<file path="src/rtl/rv_mem_pkg.sv">
`default_nettype none
// ---------------------------------------------------------------------------
// Module   : rv_mem_pkg
// Purpose  : Shared funct3 codes, LSU state encoding and lane helpers for the
//            RV32I MEM stage.
// Revision : 1.0 - initial release
// ---------------------------------------------------------------------------
package rv_mem_pkg;

  localparam logic [2:0] F3_B  = 3'b000;
  localparam logic [2:0] F3_H  = 3'b001;
  localparam logic [2:0] F3_W  = 3'b010;
  localparam logic [2:0] F3_BU = 3'b100;
  localparam logic [2:0] F3_HU = 3'b101;

  typedef enum logic [1:0] {
    IDLE = 2'd0,
    REQ  = 2'd1,
    DONE = 2'd2
  } lsu_state_t;

  // Legal size/sign code for the direction, and natural alignment satisfied.
  function automatic logic access_legal(input logic [2:0] f3,
                                        input logic       is_store,
                                        input logic [1:0] off);
    logic ok;
    ok = 1'b0;
    case (f3)
      F3_B:    ok = 1'b1;
      F3_H:    ok = ~off[0];
      F3_W:    ok = (off == 2'b00);
      F3_BU:   ok = ~is_store;
      F3_HU:   ok = ~is_store & ~off[0];
      default: ok = 1'b0;
    endcase
    return ok;
  endfunction

  // Byte enables for an access of the given size (funct3[1:0]) at offset.
  function automatic logic [3:0] lane_be(input logic [1:0] size,
                                         input logic [1:0] off);
    logic [3:0] be;
    case (size)
      2'b00:   be = 4'b0001 << off;
      2'b01:   be = off[1] ? 4'b1100 : 4'b0011;
      default: be = 4'b1111;
    endcase
    return be;
  endfunction

  // Replicate the store operand across every lane it could occupy.
  function automatic logic [31:0] lane_wdata(input logic [1:0]  size,
                                             input logic [31:0] data);
    logic [31:0] wd;
    case (size)
      2'b00:   wd = {4{data[7:0]}};
      2'b01:   wd = {2{data[15:0]}};
      default: wd = data;
    endcase
    return wd;
  endfunction

endpackage
`default_nettype wire

</file>
<file path="src/rtl/lsu_load_align.sv">
`default_nettype none
// ---------------------------------------------------------------------------
// Module   : lsu_load_align
// Purpose  : Combinational load formatter: picks the addressed byte/half
//            from the bus word and sign- or zero-extends it.
// Revision : 1.0 - initial release
// ---------------------------------------------------------------------------
module lsu_load_align
  import rv_mem_pkg::*;
(
  input  logic [31:0] rdata,
  input  logic [1:0]  addr_lo,
  input  logic [2:0]  funct3,
  output logic [31:0] data
);

  logic [7:0]  byte_sel;
  logic [15:0] half_sel;

  // Lane selection followed by extension chosen by funct3.
  always_comb begin
    byte_sel = rdata[{addr_lo, 3'b000} +: 8];
    half_sel = addr_lo[1] ? rdata[31:16] : rdata[15:0];
    case (funct3)
      F3_B:    data = {{24{byte_sel[7]}}, byte_sel};
      F3_H:    data = {{16{half_sel[15]}}, half_sel};
      F3_BU:   data = {24'd0, byte_sel};
      F3_HU:   data = {16'd0, half_sel};
      default: data = rdata;
    endcase
  end

endmodule
`default_nettype wire

</file>
<file path="src/rtl/mem_stage_lsu.sv">
`default_nettype none
// ---------------------------------------------------------------------------
// Module   : mem_stage_lsu
// Purpose  : RV32I MEM stage. ALU ops pass straight through; loads/stores
//            run a req/ack bus transaction (IDLE -> REQ -> DONE) while the
//            upstream pipeline is stalled. Flags misaligned/illegal accesses
//            and ack timeouts.
// Revision : 1.0 - initial release
// ---------------------------------------------------------------------------
module mem_stage_lsu
  import rv_mem_pkg::*;
#(
  parameter int TIMEOUT = 16,
  parameter int CNT_W   = $clog2(TIMEOUT) + 1
) (
  input  logic        clk,
  input  logic        rst,
  input  logic        valid_in,
  input  logic [31:0] ALURes_in,
  input  logic [31:0] StoreData_in,
  input  logic [4:0]  Rd_in,
  input  logic        RegWrite_in,
  input  logic        MemtoReg_in,
  input  logic        MemRead_in,
  input  logic        MemWrite_in,
  input  logic [2:0]  Funct3_in,
  output logic        dmem_req,
  output logic        dmem_we,
  output logic [31:0] dmem_addr,
  output logic [31:0] dmem_wdata,
  output logic [3:0]  dmem_be,
  input  logic        dmem_ack,
  input  logic [31:0] dmem_rdata,
  output logic [31:0] MemData_out,
  output logic [31:0] ALURes_out,
  output logic [4:0]  Rd_out,
  output logic        RegWrite_out,
  output logic        MemtoReg_out,
  output logic        stall_out,
  output logic        misalign_o,
  output logic        bus_err_o
);

  localparam logic [CNT_W-1:0] LAST_CNT = CNT_W'(TIMEOUT - 1);

  lsu_state_t       state;
  logic [CNT_W-1:0] cnt;
  logic [31:0]      alures_q;
  logic [4:0]       rd_q;
  logic             regwrite_q;
  logic             memtoreg_q;
  logic [2:0]       f3_q;
  logic [1:0]       off_q;
  logic             we_q;
  logic [3:0]       be_q;
  logic [31:0]      wdata_q;
  logic [31:0]      memdata_q;
  logic             err_q;

  logic             mem_op;
  logic             legal;
  logic [31:0]      load_fmt;

  assign mem_op = valid_in & (MemRead_in | MemWrite_in);
  assign legal  = access_legal(Funct3_in, MemWrite_in, ALURes_in[1:0]);

  lsu_load_align u_align (
    .rdata   (dmem_rdata),
    .addr_lo (off_q),
    .funct3  (f3_q),
    .data    (load_fmt)
  );

  // Output mux per state; everything is held at zero while reset is asserted.
  always_comb begin
    dmem_req     = 1'b0;
    dmem_we      = 1'b0;
    dmem_addr    = 32'd0;
    dmem_wdata   = 32'd0;
    dmem_be      = 4'd0;
    MemData_out  = 32'd0;
    ALURes_out   = 32'd0;
    Rd_out       = 5'd0;
    RegWrite_out = 1'b0;
    MemtoReg_out = 1'b0;
    stall_out    = 1'b0;
    misalign_o   = 1'b0;
    bus_err_o    = 1'b0;
    if (!rst) begin
      case (state)
        IDLE: begin
          if (!mem_op) begin
            ALURes_out   = ALURes_in;
            Rd_out       = Rd_in;
            RegWrite_out = RegWrite_in & valid_in;
            MemtoReg_out = MemtoReg_in;
          end else if (!legal) begin
            misalign_o = 1'b1;
          end else begin
            stall_out = 1'b1;
          end
        end
        REQ: begin
          dmem_req   = 1'b1;
          dmem_we    = we_q;
          dmem_addr  = {alures_q[31:2], 2'b00};
          dmem_wdata = wdata_q;
          dmem_be    = be_q;
          stall_out  = 1'b1;
        end
        DONE: begin
          MemData_out  = memdata_q;
          ALURes_out   = alures_q;
          Rd_out       = rd_q;
          RegWrite_out = regwrite_q & ~err_q;
          MemtoReg_out = memtoreg_q;
          bus_err_o    = err_q;
        end
        default: ;
      endcase
    end
  end

  // Transaction sequencing and capture of the instruction being serviced.
  always_ff @(posedge clk or posedge rst) begin
    if (rst) begin
      state      <= IDLE;
      cnt        <= '0;
      alures_q   <= 32'd0;
      rd_q       <= 5'd0;
      regwrite_q <= 1'b0;
      memtoreg_q <= 1'b0;
      f3_q       <= 3'd0;
      off_q      <= 2'd0;
      we_q       <= 1'b0;
      be_q       <= 4'd0;
      wdata_q    <= 32'd0;
      memdata_q  <= 32'd0;
      err_q      <= 1'b0;
    end else begin
      case (state)
        IDLE: begin
          if (mem_op && legal) begin
            alures_q   <= ALURes_in;
            rd_q       <= Rd_in;
            regwrite_q <= RegWrite_in;
            memtoreg_q <= MemtoReg_in;
            f3_q       <= Funct3_in;
            off_q      <= ALURes_in[1:0];
            we_q       <= MemWrite_in;
            be_q       <= lane_be(Funct3_in[1:0], ALURes_in[1:0]);
            wdata_q    <= lane_wdata(Funct3_in[1:0], StoreData_in);
            err_q      <= 1'b0;
            cnt        <= '0;
            state      <= REQ;
          end
        end
        REQ: begin
          cnt <= cnt + 1'b1;
          if (dmem_ack) begin
            memdata_q <= load_fmt;
            err_q     <= 1'b0;
            state     <= DONE;
          end else if (cnt == LAST_CNT) begin
            memdata_q <= 32'd0;
            err_q     <= 1'b1;
            state     <= DONE;
          end
        end
        DONE: begin
          state <= IDLE;
        end
        default: begin
          state <= IDLE;
        end
      endcase
    end
  end

endmodule
`default_nettype wire

</file>
<file path="config.mk">
export PLATFORM = sky130hd
export DESIGN_NAME = mem_stage_lsu
export DESIGN_NICKNAME = d
export VERILOG_FILES = /design/src/rtl/rv_mem_pkg.sv /design/src/rtl/lsu_load_align.sv /design/src/rtl/mem_stage_lsu.sv
export SDC_FILE = /design/constraint.sdc
export NUM_CORES = 1
export LEC_CHECK = 0
export ABC_AREA = 1
export CAP_MARGIN = 10
export CELL_PAD_IN_SITES_DETAIL_PLACEMENT = 0
export CELL_PAD_IN_SITES_GLOBAL_PLACEMENT = 1
export CORE_AREA = 5 5 194 121
export CTS_BUF_LIST = sky130_fd_sc_hd__clkbuf_16
export CTS_CLUSTER_DIAMETER = 200
export DETAILED_ROUTE_END_ITERATION = 10
export DIE_AREA = 0 0 199 126
export GPL_TIMING_DRIVEN = 0
export PLACE_DENSITY_LB_ADDON = 0.25
export SLEW_MARGIN = 0
export SYNTH_ARGS = -nofsm -noshare
export SYNTH_HDL_FRONTEND = slang
export SYNTH_SLANG_ARGS = --single-unit
</file>
<file path="constraint.sdc">
create_clock -name clk -period 14.1 [get_ports clk]
set_input_delay 2.82 -clock clk [delete_from_list [all_inputs] [get_ports clk]]
set_output_delay 2.82 -clock clk [all_outputs]
set_load 0.02 [all_outputs]
</file>
==> flow_metrics.py <==
# Metrics from the implementation run
metrics = {
    "drt": {
        "drc": 0,
        "vias_per_cell": 4.66,
        "dr_wl_met3_mm": 2.26,
        "drtAntennaViolNets": 0,
        "wl_met1_mm": 14.4,
        "wl_per_cell_um": 17.3,
        "top_layer_used": "met4",
    },
    "yosys": {
        "yosysTopAreaCell": "dfrtp_1",
        "fa_ha_area_share_pct": 0.359,
        "compound_area_share_pct": 14.7,
        "yosysChipArea_mm2": 0.00696,
        "ys.flop_type": "dfrtp_1",
        "syn-instance-count": 1036,
        "synth-edff-count": 0,
        "top_area_share_pct": 42.8,
        "xor_share_pct": 0,
        "synth_area_per_cell_um2": 6.72,
    },
    "timing": {
        "period_needed_ns": 8.36,
        "hold_viol_final": 0,
        "worstMarginPinSlew_ns": 0.683,
        "period_used_pct": 59.3,
        "whs_ns": 0.468,
        "fin_skew_ns": 0.00878,
        "fin_tns_setup_ns": 0,
        "grt_setup_unrepaired": "false",
        "drv_slew": 0,
    },
    "cts": {
        "clk_pin_slew_ns": 0.05,
        "cts_setup_buffers": 0,
        "worstSkewPairLatency_ns": 0.43,
        "cts-buffers-inserted": 17,
        "cts_resized": 0,
    },
    "pwr": {
        "seqPwrFrac_pct": 36.5,
        "pwr-share-clk_pct": 31.0,
        "power_mw": 1.43,
    },
    "global_routing": {
        "antenna_found_initial": 1,
        "busiest_layer": "met1",
        "grt_remaining_overflow": 0,
    },
    "die": {
        "fp_util_pct": 32.3,
        "placementRows": 42,
    },
    "setup_path": {
        "endpoint": "MemData_out[7]",
        "required_ns": 11.28,
        "cp_slowest_cell": "clkdlybuf4s50_1",
        "r2r-end": "memdata_q[21]",
        "critical_path_depth": 6,
        "r2r_start": "cnt[0]",
        "crit_top_cell": "clkdlybuf4s50_1",
        "cp_max_fo": 43,
        "cp_slowest_stage_delay_ns": 0.63,
        "crit_path_start_kind": "input pin",
        "r2r_slack_ns": 12.11,
        "cp_data_arrival_time_ns": 5.54,
    },
    "layout": {
        "clockBufferCount": 17,
        "comb_area_share_pct": 29.5,
        "logic_gates": 713,
        "fill_cells": 2235,
        "area_growth_pct": 50.3,
        "clk_share_pct": 5.61,
        "drive_gt1_share_pct": 6.74,
    },
    "placed_design": {
        "dp_cells": 1576,
        "place_area_mm2": 0.00988,
        "pre_cts_ws_ns": 5.69,
    },
    "job": {
        "maxCapViolCount": 0,
    },
    "outcome": {
        "status": "finished, final reports clean",
    },
}
layer_met3.png
Scale: 1.5 px per um. Cells faint in the background.
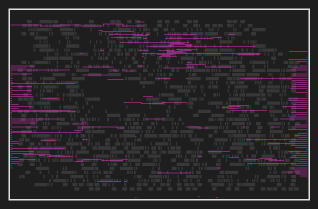
nets with wire on the layer: 177
main direction: horizontal
wire length on this layer: 2,260 um
M3 GR Usage: 6.49%
via count: 7,488
drt total wl: 27.7 mm

flops_by_reg.png
Scale: 2 px per um. Other sequential cells in the stronger gray, the rest of the logic in the fainter gray.
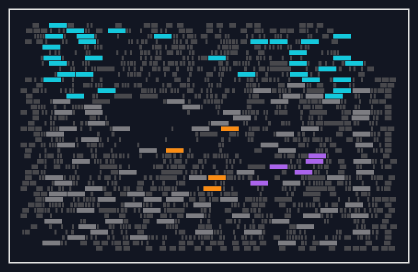
[orange] be_q | sequential cells: 4 | where: center
[cyan] memdata_q | sequential cells: 32 | where: a band across the top
[purple] rd_q | sequential cells: 5
not colored: 78
Seq area share: 28.4%
Flop area: 0.00298 mm^2
Util after Layout: 48.6%

Power and IR drop assume default switching activity.
